[config.mk]
export PLATFORM = sky130hd
export DESIGN_NAME = hub_mem_initiator
export DESIGN_NICKNAME = d
export VERILOG_FILES = /design/src/rtl/hub_pkg.sv /design/src/rtl/hub_lane_align.sv /design/src/rtl/hub_mem_initiator.sv
export SDC_FILE = /design/constraint.sdc
export NUM_CORES = 1
export LEC_CHECK = 0
export ABC_AREA = 1
export CELL_PAD_IN_SITES_DETAIL_PLACEMENT = 0
export CELL_PAD_IN_SITES_GLOBAL_PLACEMENT = 1
export CORE_MARGIN = 2
export CORE_UTILIZATION = 24
export DETAILED_ROUTE_END_ITERATION = 8
export PLACE_DENSITY = 0.79
export SYNTH_ARGS = -nofsm -noshare
export SYNTH_HDL_FRONTEND = slang
export SYNTH_HIERARCHICAL = 1
export SYNTH_SLANG_ARGS = --single-unit
export TNS_END_PERCENT = 10
[constraint.sdc]
create_clock -name clk_cog -period 3.38 [get_ports clk_cog]
set_input_delay 0.507 -clock clk_cog [delete_from_list [all_inputs] [get_ports clk_cog]]
set_output_delay 0.507 -clock clk_cog [all_outputs]
set_load 0.01 [all_outputs]
[src/rtl/hub_pkg.sv]
// Shared definitions for the hub memory initiator: access size codes,
// hub bus geometry and the default requester count.
package hub_pkg;

  // Size code carried with every request; 2'b11 is handled as a long.
  typedef enum logic [1:0] {
    SZ_BYTE     = 2'b00,
    SZ_WORD     = 2'b01,
    SZ_LONG     = 2'b10,
    SZ_LONG_ALT = 2'b11
  } hub_sz_e;

  // Hub memory is addressed in longs: 14 address bits, 32 data bits.
  localparam int HUB_AW = 14;
  localparam int HUB_DW = 32;

  // Default number of cogs that share the hub.
  localparam int COGS_DEFAULT = 8;

endpackage

[src/rtl/hub_lane_align.sv]
// Combinational byte-lane steering for hub accesses.
// Write side: size and adr[1:0] select the lane enables, and the write data
// is replicated across the long. Read side: the addressed lane or half of the
// memory long is moved to bit 0 and zero-extended.
module hub_lane_align
  import hub_pkg::*;
(
  input  logic [1:0]        sz,
  input  logic [1:0]        lo,
  input  logic [HUB_DW-1:0] d,
  input  logic [HUB_DW-1:0] q,
  output logic [3:0]        wb,
  output logic [HUB_DW-1:0] d_rep,
  output logic [HUB_DW-1:0] rd
);

  // Lane selection, write replication and read alignment by access size.
  always_comb begin
    wb    = 4'b0000;
    d_rep = '0;
    rd    = '0;
    case (hub_sz_e'(sz))
      SZ_BYTE: begin
        wb    = 4'b0001 << lo;
        d_rep = {4{d[7:0]}};
        case (lo)
          2'd0:    rd = {24'h000000, q[7:0]};
          2'd1:    rd = {24'h000000, q[15:8]};
          2'd2:    rd = {24'h000000, q[23:16]};
          default: rd = {24'h000000, q[31:24]};
        endcase
      end
      SZ_WORD: begin
        // Words are always half-long aligned; adr[0] plays no part.
        wb    = lo[1] ? 4'b1100 : 4'b0011;
        d_rep = {2{d[15:0]}};
        rd    = lo[1] ? {16'h0000, q[31:16]} : {16'h0000, q[15:0]};
      end
      default: begin
        // Long and the spare code: full long, adr[1:0] ignored.
        wb    = 4'b1111;
        d_rep = d;
        rd    = q;
      end
    endcase
  end

endmodule

[src/rtl/hub_mem_initiator.sv]
// Round-robin hub access initiator.
// A slot pointer steps on every ena_bus cycle; the cog owning the current slot
// may start one byte/word/long access, which is presented to the hub memory
// for a single cycle. Read data (pre-write contents for writes) comes back
// lane-aligned with a one-cycle ack three edges after the request was taken.
// Pipeline: issue (_p1, drives mem_*) -> memory sample (_p2) -> response.
// Optional build macro HUB_ROM_WP_EN: writes to adr[15]=1 are demoted to
// reads so the ROM half of the hub can never be written.
module hub_mem_initiator
  import hub_pkg::*;
#(
  parameter int COGS = COGS_DEFAULT,
  parameter int SW   = 4
) (
  input  logic                clk_cog,
  input  logic                res,
  input  logic                ena_bus,
  input  logic [COGS-1:0]     req,
  input  logic [COGS-1:0]     req_w,
  input  logic [2*COGS-1:0]   req_sz,
  input  logic [16*COGS-1:0]  req_adr,
  input  logic [32*COGS-1:0]  req_d,
  output logic [COGS-1:0]     ack,
  output logic [HUB_DW-1:0]   rd_q,
  output logic [SW-1:0]       slot,
  output logic                mem_ena,
  output logic                mem_w,
  output logic [3:0]          mem_wb,
  output logic [HUB_AW-1:0]   mem_a,
  output logic [HUB_DW-1:0]   mem_d,
  input  logic [HUB_DW-1:0]   mem_q
);

  logic [COGS-1:0]   pending;

  // Fields of the cog that owns the current slot.
  logic              sel_req;
  logic              sel_w;
  logic              sel_pend;
  logic [1:0]        sel_sz;
  logic [15:0]       sel_adr;
  logic [31:0]       sel_d;

  logic              issue;
  logic              wr_eff;
  logic [3:0]        wr_wb;
  logic [HUB_DW-1:0] wr_d;
  logic [HUB_DW-1:0] rd_al;

  // Sides of the shared lane-steering block that a given instance does not need.
  logic [HUB_DW-1:0] unused_wr_rd;
  logic [3:0]        unused_rd_wb;
  logic [HUB_DW-1:0] unused_rd_d;

  // Pipeline bookkeeping: who owns the access and how to align the result.
  logic              vld_p1;
  logic              vld_p2;
  logic [SW-1:0]     owner_p1;
  logic [SW-1:0]     owner_p2;
  logic [1:0]        sz_p1;
  logic [1:0]        sz_p2;
  logic [1:0]        lo_p1;
  logic [1:0]        lo_p2;
  logic [COGS-1:0]   ack_nxt;

  // Pick the request fields of the cog addressed by the slot pointer.
  always_comb begin
    sel_req  = 1'b0;
    sel_w    = 1'b0;
    sel_pend = 1'b0;
    sel_sz   = 2'b00;
    sel_adr  = 16'h0000;
    sel_d    = 32'h00000000;
    for (int i = 0; i < COGS; i++) begin
      if (slot == SW'(i)) begin
        sel_req  = req[i];
        sel_w    = req_w[i];
        sel_pend = pending[i];
        sel_sz   = req_sz[2*i +: 2];
        sel_adr  = req_adr[16*i +: 16];
        sel_d    = req_d[32*i +: 32];
      end
    end
  end

  // An idle or already-busy slot is simply wasted; no other cog borrows it.
  assign issue = ena_bus & sel_req & ~sel_pend;

`ifdef HUB_ROM_WP_EN
  // Writes into the ROM half degrade to plain reads.
  assign wr_eff = sel_w & ~sel_adr[15];
`else
  // The memory itself ignores ROM writes; pass them straight through.
  assign wr_eff = sel_w;
`endif

  hub_lane_align u_wr_align (
    .sz    (sel_sz),
    .lo    (sel_adr[1:0]),
    .d     (sel_d),
    .q     ({HUB_DW{1'b0}}),
    .wb    (wr_wb),
    .d_rep (wr_d),
    .rd    (unused_wr_rd)
  );

  hub_lane_align u_rd_align (
    .sz    (sz_p2),
    .lo    (lo_p2),
    .d     ({HUB_DW{1'b0}}),
    .q     (mem_q),
    .wb    (unused_rd_wb),
    .d_rep (unused_rd_d),
    .rd    (rd_al)
  );

  // Slot rotation and per-cog busy flags.
  always_ff @(posedge clk_cog or posedge res) begin
    if (res) begin
      slot    <= '0;
      pending <= '0;
    end else begin
      if (ena_bus) begin
        slot <= (slot == SW'(COGS-1)) ? '0 : slot + SW'(1);
      end
      // A cog stays busy from its issue until its ack pulse is over, so a
      // request still held during ack cannot be taken twice.
      for (int i = 0; i < COGS; i++) begin
        if (ack[i]) begin
          pending[i] <= 1'b0;
        end else if (issue && (slot == SW'(i))) begin
          pending[i] <= 1'b1;
        end
      end
    end
  end

  // ---- stage p1: request taken, memory command driven for one cycle ----
  // Memory command register; mem_ena qualifies the other mem_* outputs.
  always_ff @(posedge clk_cog or posedge res) begin
    if (res) begin
      mem_ena <= 1'b0;
      mem_w   <= 1'b0;
      mem_wb  <= 4'b0000;
      mem_a   <= '0;
      mem_d   <= '0;
      vld_p1  <= 1'b0;
    end else begin
      mem_ena <= issue;
      vld_p1  <= issue;
      if (issue) begin
        mem_w  <= wr_eff;
        mem_wb <= wr_eff ? wr_wb : 4'b0000;
        mem_a  <= sel_adr[15:2];
        mem_d  <= wr_d;
      end
    end
  end

  // Owner and alignment info ride alongside the valid bits; vld_pN qualifies them.
  always_ff @(posedge clk_cog) begin
    if (issue) begin
      owner_p1 <= slot;
      sz_p1    <= sel_sz;
      lo_p1    <= sel_adr[1:0];
    end
    owner_p2 <= owner_p1;
    sz_p2    <= sz_p1;
    lo_p2    <= lo_p1;
  end

  // ---- stage p2: memory has sampled, mem_q valid during this cycle ----
  // Valid for the stage where memory read data is on mem_q.
  always_ff @(posedge clk_cog or posedge res) begin
    if (res) begin
      vld_p2 <= 1'b0;
    end else begin
      vld_p2 <= vld_p1;
    end
  end

  // One-hot ack toward the cog that owns the access in stage p2.
  always_comb begin
    ack_nxt = '0;
    for (int i = 0; i < COGS; i++) begin
      if (vld_p2 && (owner_p2 == SW'(i))) begin
        ack_nxt[i] = 1'b1;
      end
    end
  end

  // ---- response: aligned data and ack registered together ----
  // rd_q keeps its last value between acks.
  always_ff @(posedge clk_cog or posedge res) begin
    if (res) begin
      ack  <= '0;
      rd_q <= '0;
    end else begin
      ack <= ack_nxt;
      if (vld_p2) begin
        rd_q <= rd_al;
      end
    end
  end

endmodule

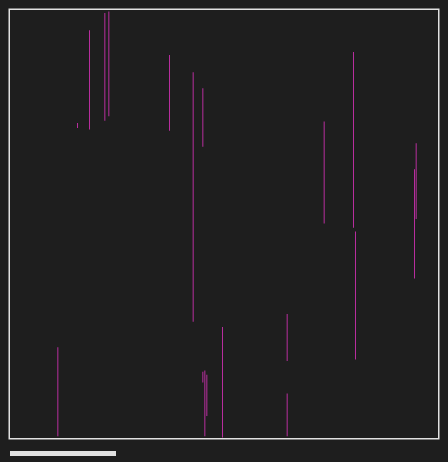
*The metal 4 layer*
Scale bar: 50 um.
share of all routed wire	1.5%
nets with wire on the layer	16
main direction	vertical
wire length on this layer	792 um
longest straight run	117 um
DRT Wirelength: 51.7 mm
vias post-DR: 11,900

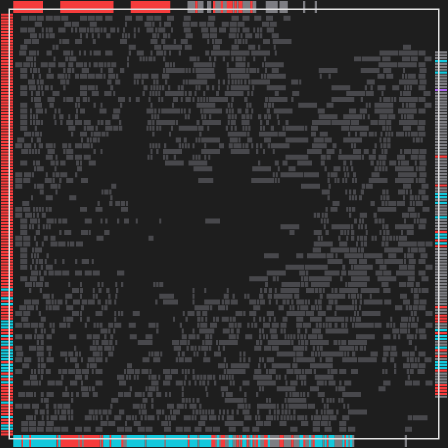
*Pin placement*
Pins as bars across the die edge, other pins in grey.
colour	port	pins	direction	edge
red	req_d	256	input	124 left, 72 top, 43 bottom, 17 right
cyan	req_adr	128	input	90 bottom, 22 left, 16 right
purple	mem_ena	1	output	right
all pins by edge	175 bottom, 146 left, 120 right, 106 top
IO buf count: 546
Die Ht: 201 um

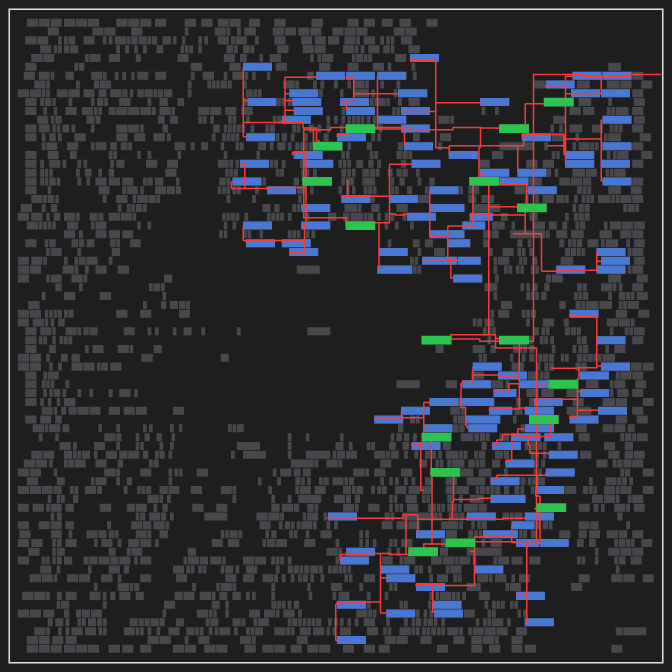
*Clock wires, drivers and flops*
[blue] flip-flops | count: 121
[red] clock wires | length: 1,890 um
[green] clock-net drivers | count: 17
routed clock nets	18
power in the clock group: 1.97 mW
clock network power share: 16.0%
clk_skew: 0.00873 ns

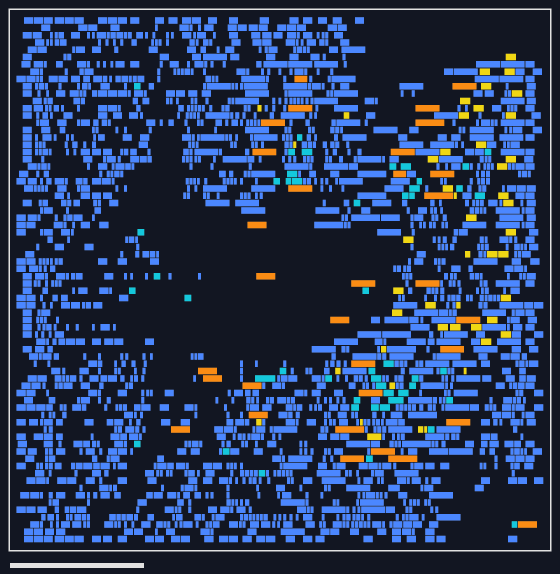
*Cell sizes after repair*
Scale bar: 50 um.
colour	size	cells
cyan	x3 and x4	48
yellow	x2	47
orange	x6 and larger	32
blue	x1 and smaller	1,854
Non-CTS buffers: 579
final worst slack: 0.311 ns
fin area: 15,900 sq um
area delta synth->final: 70.5%

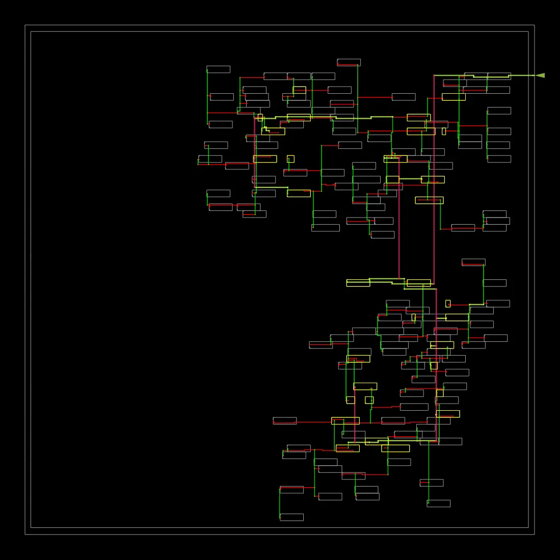
*Clock wiring as the flow saved it*
clk sinks: 121
worst skew pair latency: 0.43 ns

==> flow_summary_export.csv <==
group,metric,value,unit
status,status,"finished, final reports clean",
setup_path,cpPeakStageDelay,0.46,ns
floorplanning,io-pin-count,547,
clocking,clk_pin_slew,0.06,ns
placed_design,pre_cts_slack,0.252,ns
sta,setup_viol,0,
setup_path,crit_fanout,12,
routing,post_drt_wl_per_cell,20.6,um
global_route,grt_max_degree,106,
pwr,power,12.3,mW
floorplanning,die_x,201,um
synthesis,synth.net_count,1940,
floorplanning,initCoreUtil,24.2,%
floorplanning,std_cell_rows,72,
routing,vias_per_cell,4.74,
clocking,cts_tree,"yes",
hold_path,hold_class,"flip-flop to flip-flop",
sta,rsz0062_at_grt,"false",
setup_path,cp_top_family,"simple AND/OR/NAND/NOR gates",
final_layout,lay_top_count,"nand2_1",
pwr,sw_frac_of_total,47.3,%
final_layout,nets,2423,
setup_path,critPathSlowestCell,"dfrtp_1",
global_route,grtUsageMet3,5.30,%
pwr,p_switching,5.82,mW
pwr,p_leak,7.23,nW
global_route,grt_busiest_layer,"met2",
clocking,cts_made_buffers,17,
final_layout,fin_util,41.3,%
synthesis,synth_cells,1485,
global_route,grt_pass1_vias,11800,
routing,drc_errors,0,
pwr,sequentialPowerShare,20.0,%
-- path summary, 6_finish.rpt --
check,from,end,slack (ns),cells after the start
min in group asynchronous,res,mem_a[4]$_DFFE_PP0N_,0.55,3
setup reg to reg,slot[0]$_DFFE_PP0P_,mem_wb[3]$_DFFE_PP0N_,0.31,17
hold / removal,lo_p1[0]$_DFFE_PN_,lo_p2[0]$_DFF_P_,0.34,0
hold reg to reg,lo_p1[0]$_DFFE_PN_,lo_p2[0]$_DFF_P_,0.34,0
setup / recovery,slot[0]$_DFFE_PP0P_,mem_wb[3]$_DFFE_PP0N_,0.31,17
max in group asynchronous,res,mem_d[26]$_DFFE_PP0N_,2.31,3
-- through the flow --
step | instances | cell area, sq um | hold slack [ns]
2_1_floorplan | 1485 | 9330 | 0.323
3_3_place_gp | 2466 | 15200 | 0.323
3_5_place_dp | 2466 | 15200 | 0.327
4_1_cts | 2498 | 15900 | 0.340
5_1_grt | 2502 | 15900 | 0.344
6_report | 2502 | 15900 | 0.339
-- state kept, by name, indices dropped and copies added, names as in the netlist, 2 cells and up --
name / cells
pending: 8
sz_p2: 2
rd_q: 32
mem_d: 32
owner_p1: 4
ack: 8
lo_p2: 2
sz_p1: 2
owner_p2: 4
mem_wb: 4
lo_p1: 2
slot: 4
mem_a: 14
-- power groups by stage --
| stage | registers (mW) | clock network, mW | logic (mW) |
|---|---|---|---|
| floorplan | 2.50 | 0 | 4.59 |
| global placement | 2.46 | 0 | 7.86 |
| detailed placement | 2.49 | 0 | 7.90 |
| CTS | 2.47 | 2.00 | 7.94 |
| global route | 2.52 | 2.06 | 8.71 |
| finish | 2.46 | 1.97 | 7.87 |
-- metal layers --
metal | share of wire, % | up-vias
met5 | 0.025 | -
met4 | 1.5 | 2
met3 | 7.2 | 44
met2 | 50 | 534
met1 | 42 | 5531
li1 | - | 5751
-- final cells by class --
cell class              instances  area, sq um
diodes                          3         7.51
flip-flops and latches        121         3030
fillers                      4037        22600
well taps                     518          648
clock inverters                11          170
inverters                      74          290
repair buffers                579         5830
clock buffers                  21          460
multi-input cells            1175         5470
-- what timing repair did --
action	CTS	global route
buffers inserted	0	1
endpoints found under the setup margin	0	13
resized	0	1
Power figures rest on the tool's default switching activity, not on a simulated workload.
